Design i2s_tx_mono_flat, sky130hd; sources not shown.
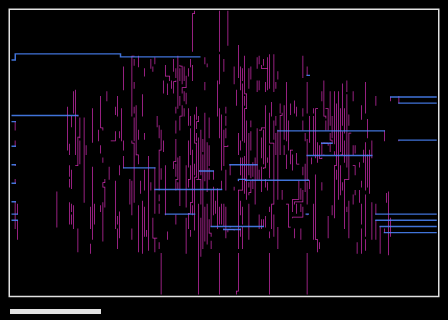
Run 1: wiring by layer
Bar = 20 um. Only two layers are drawn.
layer	colour	wire length
metal 3	blue	249 um
metal 2	magenta	1,860 um
Routed WL: 4.292 mm
Wirelength per Cell: 14.03 um
DR vias: 1,695
GRT Resource Usage Total: 0.1560

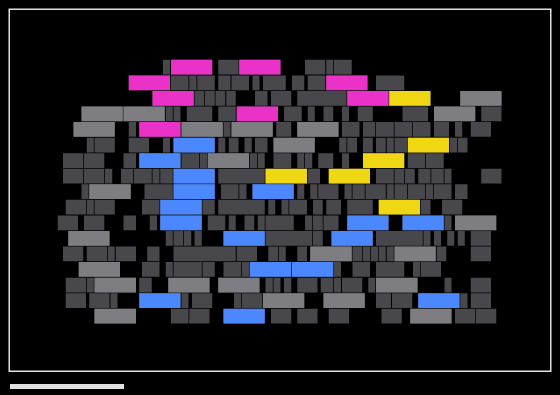
Run 1: register map, names as in the netlist
Bar = 20 um.
netlist name	colour	placed flops
u_core.div_q	magenta	8
u_core.cnt_q	yellow	6
u_core.shadow_q	blue	16
not coloured	24
FF+latch area: 1081 um^2
Seq/total area: 0.4118
Final Core Density: 0.7302
P_seq: 0.454 mW

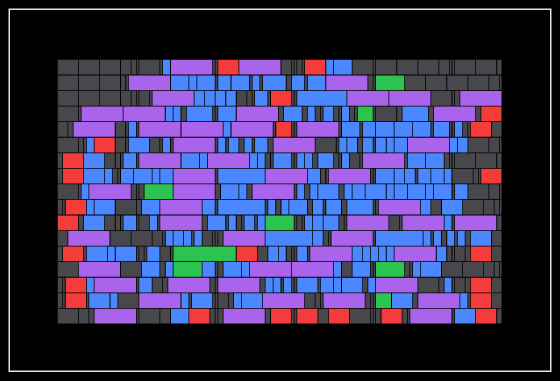
Run 1: cells coloured by class
Fill, decap, tap and diode cells in grey.
class	colour	cells	share of their area
combinational and other logic	blue	172	44%
clock drivers and dummy loads	green	8	4.4%
sequential cells	purple	54	42%
remaining buffers and delay cells	red	25	9.7%
Design Area, Final: 2625 um^2
core area: 3595 um^2

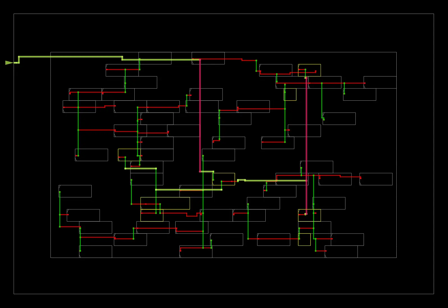
Run 1: the clock network
# clk buffers: 5
clock sink total: 54
clk_lat worst skew: 310 ps
Clock group: 0.290 mW

==> deck_impl_summary.md, run 1 <==
Implementation Results

Critical path
  – Critical path, cell by cell: or4_4 > nor4b_4 > and2_1 > and3b_1 > nand2_1 > a21oi_1
  – Cell count of the worst reg-to-reg path: 6
  – Worst reg-to-reg setup slack: 2040 ps
  – CP max stage cell: and3b_1
  – CP max stage delay: 790 ps
  – Critical Path Source Type: flop
  – Worst endpoint required time: 5230 ps

Place
  – HPWL Detailed: 2.958 mm
  – Placed instance area: 2511 um^2

CTS
  – CTS tree: done
  – Htree depth: 2
  – Post-CTS Hold Buffers: 0
  – Clk slew on worst S/H paths: 100 ps
  – Post-CTS setup buffer count: 0
  – CTS max path bufs: 2

Global route
  – Vias in the first global route: 1,577
  – Antenna violations before repair: 0
  – GRT Residual Overflow: 0

Routing
  – Routed Antenna Nets: 0
  – Number of DRC markers in iteration 0: 123
  – Routed met3 length: 248 um
  – Met2 WL: 1.863 mm
  – M1 wire length: 2.124 mm
  – Drt first pass iters: 4
  – Remaining DRCs: 0

Final timing
  – RSZ-0062 raised after global routing: false
  – Max Slew Vio Count: 0
  – Cycle use final: 0.5921
  – Final Hold Fails: 0
  – Fmax: 0.3378 GHz
  – Slew @ Worst Pin: 1042 ps

Finish
  – Area Growth Syn to Fin: 14.77%
  – Most numerous logic cell after layout: dfxtp_1
  – Top Layout Cells: 54 x dfxtp_1, 34 x nand2_1, 33 x nor2_1
  – Number of antenna repair diodes: 0

Logic synthesis
  – Ys cells: 240
  – Tally of yosys warning messages: 0
  – Synth flops: 54

Run status
  – Status: finished, final reports clean

Floorplanning
  – Die ar.: 5952 um^2
  – Die height: 63.05 um
  – I/O Pins: 25
  – Cell row count: 17

Run
  – Tally of OpenROAD warnings: 26

Min path
  – Hold path depth: 2
-- run 1: synthesized netlist by cell type, drive strengths merged --
library cell | count | area, um^2
dfxtp | 54 | 1081
nand2 | 43 | 183.9
nor2 | 33 | 123.9
a21oi | 20 | 133.9
mux2i | 17 | 170.2
nand3 | 8 | 40.04
buf | 7 | 56.31
clkbuf | 7 | 26.28
xor2 | 7 | 61.31
xnor2 | 6 | 52.55
and3 | 4 | 25.02
mux4 | 4 | 90.09
nand4 | 3 | 25.02
a211o | 2 | 17.52
and2 | 2 | 12.51
ha | 2 | 25.02
inv | 2 | 7.510
o21ai | 2 | 10.01
a211oi | 1 | 7.510
a21boi | 1 | 7.510
a31oi | 1 | 6.260
a41o | 1 | 10.01
and3b | 1 | 8.760
and4 | 1 | 8.760
clkinv | 1 | 3.750
nand2b | 1 | 6.260
nor2b | 1 | 6.260
nor3 | 1 | 5.000
nor3b | 1 | 7.510
nor4b | 1 | 23.77
nor4bb | 1 | 10.01
o211ai | 1 | 7.510
o41ai | 1 | 8.760
or2 | 1 | 6.260
or4 | 1 | 11.26
-- run 1: metrics by stage --
| stage | total power [mW] | hold slack, ps | setup slack [ps] | instances | utilization |
|---|---|---|---|---|---|
| global route | 0.8366 | 477.5 | 1779 | 306 | 0.7302 |
| global placement | 0.5211 | 436.7 | 1813 | 298 | 0.6986 |
| CTS | 0.8088 | 457.2 | 2012 | 306 | 0.7302 |
| floorplan | 0.4983 | 422.9 | 2271 | 240 | - |
| finish | 0.8035 | 456.4 | 2040 | 306 | 0.7302 |
| detailed placement | 0.5231 | 440.5 | 1728 | 298 | 0.6986 |
-- run 1: layer usage --
metal | track usage | vias up
li1 | - | 848
met1 | 0.2145 | 802
met2 | 0.2150 | 40
met3 | 0.05036 | 5
met4 | 0.06483 | 0
met5 | 0 | -
-- run 1: worst max-delay path, delay by kind of cell (launching register included) --
kind	cells	cell delay [ps]
AOI/OAI and AO/OA	1	200
DFF	1	350
and+or+nand+nor	5	2330
-- run 1: power by group --
| group | switching [mW] | internal (mW) | total [mW] |
|---|---|---|---|
| logic | 0.0276 | 0.0319 | 0.0595 |
| registers | 0.0108 | 0.443 | 0.454 |
| clock network | 0.141 | 0.149 | 0.290 |
-- run 1: final cells by class --
cell class	instances	area (um^2)
repair buffers	25	247.7
clock inverters	3	45.04
multi-input cells	169	1112
fillers	261	969.7
inverters	3	11.26
well taps	47	58.81
clock buffers	5	68.82
flip-flops and latches	54	1081
-- run 1: logic make-up (layout without fill, tap and decap cells) --
group | count (synthesis) | in the layout | synth area share
multiplexers | 21 | 21 | 0.1138
buffers and inverters | 17 | 36 | 0.04103
XOR/XNOR | 13 | 13 | 0.04978
flip-flops | 54 | 54 | 0.4726
AND/OR/NAND/NOR | 103 | 103 | 0.2205
AND-OR/OR-AND | 30 | 30 | 0.09137
adder cells (fa/ha/maj) | 2 | 2 | 0.01094
Run 1, clock wires, drivers and flops:
Bar = 20 um.
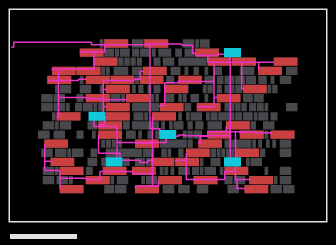

==> run 2: changes to the inputs <==
CORE_UTILIZATION = 58   (was 62)
PLACE_DENSITY = 0.86   (was 0.91)
clock period = 2.74 ns   (was 5 ns; I/O delays follow)
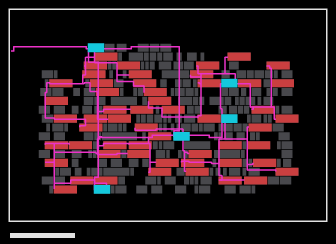
Run 2: clock wires, drivers and flops
Bar = 20 um.
[clock drivers] cyan | count: 5
[clock wires] magenta | length: 618 um
[flip-flops] red | count: 54
routed clock nets	6
Clock group: 0.538 mW
clock skew: 2.494 ps
clock network power share: 0.364

==> run 2 against run 1 <==
  * Routed wire length up 5.2%
  * Combinational power rose by 88%
  * Critical path depth is the same
  * Sequential share of layout area down 0.58 points
  * Worst hold slack got worse by 2.6 ps
  * Utilization shrank 1.5 points
  * Synthesized area unchanged
  * Clock skew decreased by 5.0 ps
  * Cell area grew 1.4%
  * Register-to-register slack got worse by 1600 ps
  * Critical endpoint is now u_core.bus.overrun$_SDFFE_PP0P_
  * Largest power group unchanged
==> deck_impl_summary.md, run 2 <==
Implementation Results

Min path
  – Hold path depth: 2

Routing
  – Number of DRC markers in iteration 0: 68
  – Drt first pass iters: 5
  – DR vias: 1,724
  – Routed WL: 4.517 mm
  – Remaining DRCs: 0
  – Wirelength per Cell: 14.52 um
  – Routed Antenna Nets: 0

Final timing
  – Final hold slack: 453.7 ps
  – Max Slew Vio Count: 0
  – RSZ-0062 raised after global routing: false

Place
  – Placed instance count: 303
  – HPWL Detailed: 3.140 mm
  – Placed instance area: 2549 um^2

Floorplanning
  – Die ar.: 6275 um^2
  – I/O Pins: 25
  – Cell row count: 17

Global route
  – GRT Residual Overflow: 0
  – Antenna violations before repair: 0
  – GRT Resource Usage Total: 0.1524
  – Vias in the first global route: 1,683

Critical path
  – CP max stage delay: 530 ps
  – Cell count of the worst reg-to-reg path: 6
  – Worst reg-to-reg setup slack: 430 ps
  – Levels on crit path: 6
  – CP max stage cell: or4_4
  – Bufs and invs on worst path: 0

Logic synthesis
  – Ys cells: 240
  – Tally of yosys warning messages: 0
  – Synth top cells by count: 54 x dfxtp_1, 34 x nand2_1, 33 x nor2_1
  – Flip-flops with a built-in enable: 0
  – Synth flops: 54
  – Top cells by area: dfxtp_1 47%, mux2i_1 7.4%, nand2_1 5.6%, nor2_1 5.4%, mux4_2 3.9%
  – Synth area leader: dfxtp_1

Finish
  – Most numerous logic cell after layout: dfxtp_1
  – Fill count: 273
  – Post-Layout Cell Count: 311
  – Top Layout Cells: 54 x dfxtp_1, 34 x nand2_1, 33 x nor2_1
  – Design Area, Final: 2663 um^2

Run status
  – Status: finished, final reports clean

CTS
  – Post-CTS setup buffer count: 0
  – Clock sink total: 54
  – CTS max path bufs: 2
  – Clk_lat worst skew: 310 ps
  – CTS tree: done
  – Clk slew on worst S/H paths: 100 ps
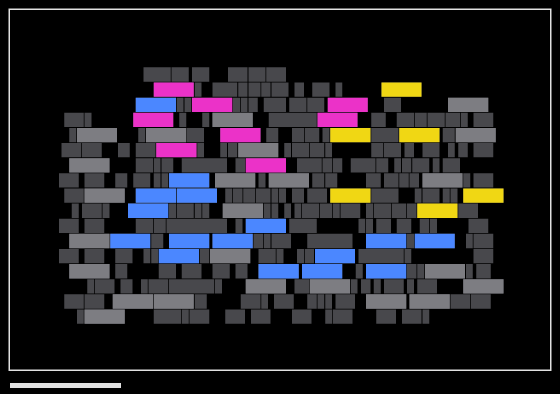
Run 2: register map, names as in the netlist
Bar = 20 um.
netlist name	colour	placed flops
u_core.shadow_q	blue	16
u_core.cnt_q	yellow	6
u_core.div_q	magenta	8
not coloured	24
Seq/total area: 0.4060
Final Core Density: 0.7153
P_seq: 0.827 mW

## run 2: metal layers
| layer | track usage | vias up | share of wire |
|---|---|---|---|
| li1 | - | 861 | - |
| met4 | 0.07429 | 0 | 0.014 |
| met2 | 0.2403 | 45 | 0.45 |
| met5 | 0 | - | 0 |
| met3 | 0.04974 | 7 | 0.062 |
| met1 | 0.1858 | 811 | 0.47 |
## run 2: metrics by stage
stage | setup slack [ps] | power [mW]
detailed placement | 450.7 | 0.9573
finish | 426.8 | 1.477
global placement | 492.0 | 0.9532
global route | 275.1 | 1.532
CTS | 434.0 | 1.485
floorplan | 642.9 | 0.9094
## run 2: power breakdown
part	total (mW)	internal [mW]	switching, mW
combinational	0.112	0.0599	0.0523
clock	0.538	0.272	0.266
sequential	0.827	0.808	0.0189
## run 2: logic make-up after synthesis
logic type	count (synthesis)	share of synthesized area
AOI/OAI and AO/OA	30	0.09137
muxes	21	0.1138
xor gates and xnor gates	13	0.04978
DFF	54	0.4726
and+or+nand+nor	103	0.2205
adders and majority gates	2	0.01094
buffers and inverters	17	0.04103
## run 2: area by class of cell
type                       count  area [um^2]  share of cell area
multi-input combinational    169         1112              0.4178
sequential                    54         1081              0.4060
timing repair buffer          30        285.3              0.1071
clock buffer                   5        68.82             0.02585
tap                           47        58.81             0.02209
clock inverter                 3        45.04             0.01692
inverter                       3        11.26            0.004229
## run 2: worst register-to-register path, cell delays in order (launching register included)
cell and delay [ps]:
dfxtp_1 360, or4_4 530, nor4b_4 320, and2_1 220, nand4_2 410, a31oi_1 320, nor2_1 60
Power and IR drop assume default switching activity.
